$ cat src/rtl/jt6295_decim.sv
// Box-car decimator: averages N = 2^LOG2N signed samples into one output.
// Define JT6295_DECIM_RND_EN for round-half-up instead of floor.
module jt6295_decim #(
    parameter int DW    = 14,
    parameter int LOG2N = 2
) (
    input  logic                    clk,
    input  logic                    rst_n,
    input  logic                    din_valid,
    input  logic signed [DW-1:0]    din,
    input  logic                    sync,
    output logic signed [DW-1:0]    dout,
    output logic                    dout_valid,
    output logic [LOG2N-1:0]        phase
);

    localparam int AW = DW + LOG2N + 1;

    logic signed [AW-1:0] r_acc;
    logic [LOG2N-1:0]     r_phase;
    logic signed [DW-1:0] r_dout;
    logic                 r_dout_valid;

    logic                 w_sync;
    logic                 w_first;
    logic                 w_last;
    logic signed [AW-1:0] w_din;
    logic signed [AW-1:0] w_sum;
    logic signed [AW-1:0] w_fin;
    logic signed [DW-1:0] w_avg;

    // A sync landing on the output strobe is dropped; phase is already 0 there
    assign w_sync  = sync & ~r_dout_valid;
    assign w_first = w_sync | (r_phase == '0);
    assign w_last  = ~w_sync & (&r_phase);
    assign w_din   = {{(LOG2N+1){din[DW-1]}}, din};
    assign w_sum   = w_first ? w_din : r_acc + w_din;

`ifdef JT6295_DECIM_RND_EN
    localparam logic signed [AW-1:0] RND = AW'(1) <<< (LOG2N - 1);
    assign w_fin = w_sum + RND;
`else
    assign w_fin = w_sum;
`endif

    // Arithmetic shift right by LOG2N, keeping the low DW bits
    assign w_avg = w_fin[DW+LOG2N-1:LOG2N];

    always_ff @(posedge clk or negedge rst_n) begin
        if (!rst_n) begin
            r_acc        <= '0;
            r_phase      <= '0;
            r_dout       <= '0;
            r_dout_valid <= 1'b0;
        end else begin
            r_dout_valid <= 1'b0;
            if (din_valid) begin
                r_acc <= w_sum;
                if (w_last) begin
                    r_phase      <= '0;
                    r_dout       <= w_avg;
                    r_dout_valid <= 1'b1;
                end else if (w_sync) begin
                    r_phase <= LOG2N'(1);
                end else begin
                    r_phase <= r_phase + LOG2N'(1);
                end
            end else if (w_sync) begin
                r_acc   <= '0;
                r_phase <= '0;
            end
        end
    end

    assign dout       = r_dout;
    assign dout_valid = r_dout_valid;
    assign phase      = r_phase;

endmodule
$ cat config.mk
export PLATFORM = sky130hd
export DESIGN_NAME = jt6295_decim
export DESIGN_NICKNAME = d
export VERILOG_FILES = /design/src/rtl/jt6295_decim.sv
export SDC_FILE = /design/constraint.sdc
export NUM_CORES = 1
export LEC_CHECK = 0
export CAP_MARGIN = 20
export CORE_MARGIN = 5
export CORE_UTILIZATION = 49
export DETAILED_ROUTE_END_ITERATION = 6
export PLACE_DENSITY = 0.8
export SLEW_MARGIN = 20
export SYNTH_ARGS = -nofsm -noshare
export SYNTH_HDL_FRONTEND = slang
export SYNTH_SLANG_ARGS = --single-unit
$ cat constraint.sdc
create_clock -name clk -period 2.01 [get_ports clk]
set_clock_uncertainty 0.05 [all_clocks]
set_input_delay 0.402 -clock clk [delete_from_list [all_inputs] [get_ports clk]]
set_output_delay 0.402 -clock clk [all_outputs]
set_load 0.05 [all_outputs]
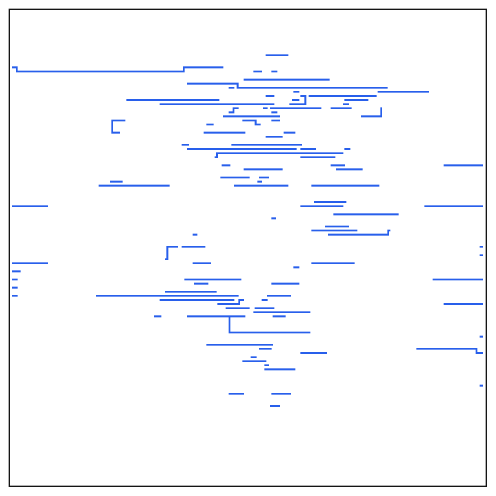
**Above:** M3 wires.
Drawn at 6 px/um.
share of all routed wire	7.3%
nets with wire on the layer	70
main direction	horizontal
longest straight run	27.8 um

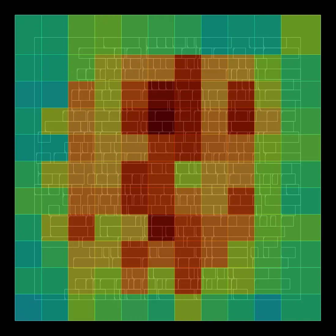
**Above:** routing congestion map.
final standard cell utilization of the core: 75.4%
GR met1 Demand/Resource: 30.6%
Overall Global Routing Usage: 24.8%
layer carrying the most global-route usage: met2

==> run summary <==
Results of the full flow below.

Run status:
- The flow ran to the end, but the final reports show violations.
- The checks that failed: setup timing.

Global routing:
- The run puts the first-pass GRT wire length at 12100 um.

Power:
- The run gives the power density of the placed cells as 968 nW/um^2.
- The internal portion of the total power is 1.91 mW.
- Ranked by power, first place goes to combinational logic.
- Per report_power, the sequential group accounts for 28.1% of the total.

Clocking:
- After clock tree synthesis, the flow added hold-fix buffers numbering 0.
- The longest clock path from root to sink contains 2 buffers.
- The run gives the post-CTS setup repair buffer count as 7.
- The run puts the H-tree depth at 2.

Synth:
- The commonest cells after synthesis are sky130_fd_sc_hd__nand2_1, sky130_fd_sc_hd__dfrtp_1, sky130_fd_sc_hd__o21ai_0.
- The run gives the total cells reported by yosys after synthesis as 263.
- According to the Yosys statistics, the synthesized design has a chip area of 2350 sq um.
- The run puts the cell area after synthesis at 2350 sq um.
- The run puts the number of storage elements in the synthesis netlist at 33.
- The run gives the register area share after synthesis as 35.1%.
- The run gives the largest area contributor in the netlist as sky130_fd_sc_hd__dfrtp_1.

Floorplanning:
- The floorplan step records an initial core utilization of 50.1%.
- The run gives the width of the die as 79.3 um.
- The run gives the total die size as 6280 sq um.

Final timing:
- The run gives the relative slew slack as 66.6%.
- The run gives the number of setup violations in the final report as 18.
- The run gives the number of pins exceeding their max-slew limit in the final report as 0.
- The run gives the final worst-path setup slack as -268 ps.
- The final timing report derives a shortest allowable period of 2280 ps.

Cells and area:
- The run gives the signed area change from the synthesized netlist to the final layout as 50.6%.
- The run gives the count of fill cells added during filler insertion as 300.
- The final report lists a non-filler cell total of 410.

Detailed routing:
- The run gives the vias after detailed routing as 2597.
- The routed design shows a via density per instance of 6.33.

Flow run:
- In this run the maximum-capacitance check reported violations numbering 0.
- The run puts the number of logged tool warnings at 30.

Worst setup path:
- Per the timing report, the most critical flop-to-flop path finishes at dout[8].

Worst hold path:
- According to the hold report, the worst path is of the register to register type.

Placed design:
- The run puts the placed instance count at 390.
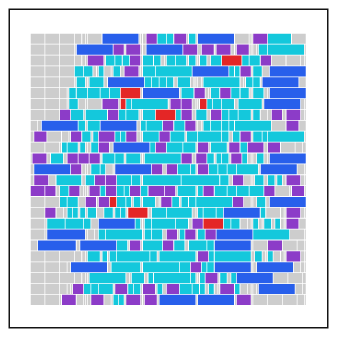
**Above:** cells colored by class.
Drawn at 4 px/um. Fill, decap, tap and diode cells in gray.
color	class	cells	share of their area
cyan	remaining logic cells	220	51%
blue	registers	33	24%
red	clock drivers and dummy loads	8	2.4%
purple	remaining buffers and delay cells	95	23%
fraction of area in registers: 23.4%
row count: 25
core area: 4690 sq um
Layout Cell Area excl Fill: 3540 sq um

==> kinds of logic after synthesis <==
kind of cell | synth area share, %
XOR/XNOR | 3.35
adder cells (fa/ha/maj) | 9.90
flip-flops | 35.1
AND/OR/NAND/NOR | 20.1
multiplexers | 1.70
buffers and inverters | 3.83
AND-OR/OR-AND | 26.0
==> stage by stage <==
step | util (%) | setup TNS (ps) | hold slack [ps] | power, mW
global route | 75.4 | -3320 | 464 | 3.58
floorplan | - | -78.7 | 56.4 | 2.01
global placement | 66.0 | -13080 | 408 | 2.57
detailed placement | 66.0 | -13850 | 414 | 2.61
finish | 75.4 | -2060 | 429 | 3.43
CTS | 73.4 | -1350 | 431 | 3.26
==> sequential cells by signal (all words and copies together) (netlist names) <==
register and flops:
dout_valid 1, dout 14, phase 2, r_acc 16
==> area by class of cell <==
cell class / count / share of cell area, %
flip-flops and latches: 33 / 23.4
multi-input cells: 213 / 49.2
repair buffers: 95 / 22.4
clock inverters: 2 / 0.283
well taps: 54 / 1.91
clock buffers: 6 / 2.05
inverters: 7 / 0.742
==> cell usage in the layout, fill, tap and decap left out, types with 3 or more instances in the layout <==
cell type | synthesis | final
sky130_fd_sc_hd__dlygate4sd2_1 | 0 | 14
sky130_fd_sc_hd__inv_1 | 6 | 5
sky130_fd_sc_hd__nor2_1 | 11 | 10
sky130_fd_sc_hd__a21oi_1 | 22 | 17
sky130_fd_sc_hd__a22oi_1 | 4 | 4
sky130_fd_sc_hd__o21ai_1 | 4 | 13
sky130_fd_sc_hd__nand2_1 | 34 | 33
sky130_fd_sc_hd__and3_1 | 8 | 8
sky130_fd_sc_hd__buf_4 | 1 | 59
sky130_fd_sc_hd__clkdlybuf4s50_1 | 0 | 17
sky130_fd_sc_hd__buf_6 | 3 | 5
sky130_fd_sc_hd__ha_4 | 0 | 15
sky130_fd_sc_hd__a31oi_1 | 8 | 8
sky130_fd_sc_hd__o21ai_0 | 28 | 15
sky130_fd_sc_hd__mux2i_1 | 4 | 4
sky130_fd_sc_hd__o21ai_2 | 0 | 3
sky130_fd_sc_hd__nand3_1 | 10 | 9
sky130_fd_sc_hd__xnor2_1 | 6 | 4
sky130_fd_sc_hd__a21oi_2 | 0 | 5
sky130_fd_sc_hd__dfrtp_1 | 33 | 31
sky130_fd_sc_hd__nand4_1 | 3 | 3
sky130_fd_sc_hd__clkbuf_8 | 0 | 5
sky130_fd_sc_hd__xor2_1 | 3 | 3
sky130_fd_sc_hd__nor2b_1 | 6 | 6
sky130_fd_sc_hd__a21o_1 | 5 | 5
==> layer usage <==
layer | vias to the layer above | GRT usage, % | wire length (um)
li1 | 1159 | - | -
met3 | 37 | 4.88 | 584
met2 | 159 | 42.8 | 3920
met4 | 0 | 8.93 | 227
met1 | 1242 | 30.6 | 3250
met5 | - | 0 | 0
==> worst max-delay path, delay by kind of cell (launching register included) <==
kind                     cells  cell delay [ps]
AND-OR/OR-AND                4              820
XOR/XNOR                     1              230
flip-flops                   1              410
AND/OR/NAND/NOR              1               50
adder cells (fa/ha/maj)      2              400
buffers and inverters        2              200
No activity file was given, so power comes from the tool's default toggle rates.
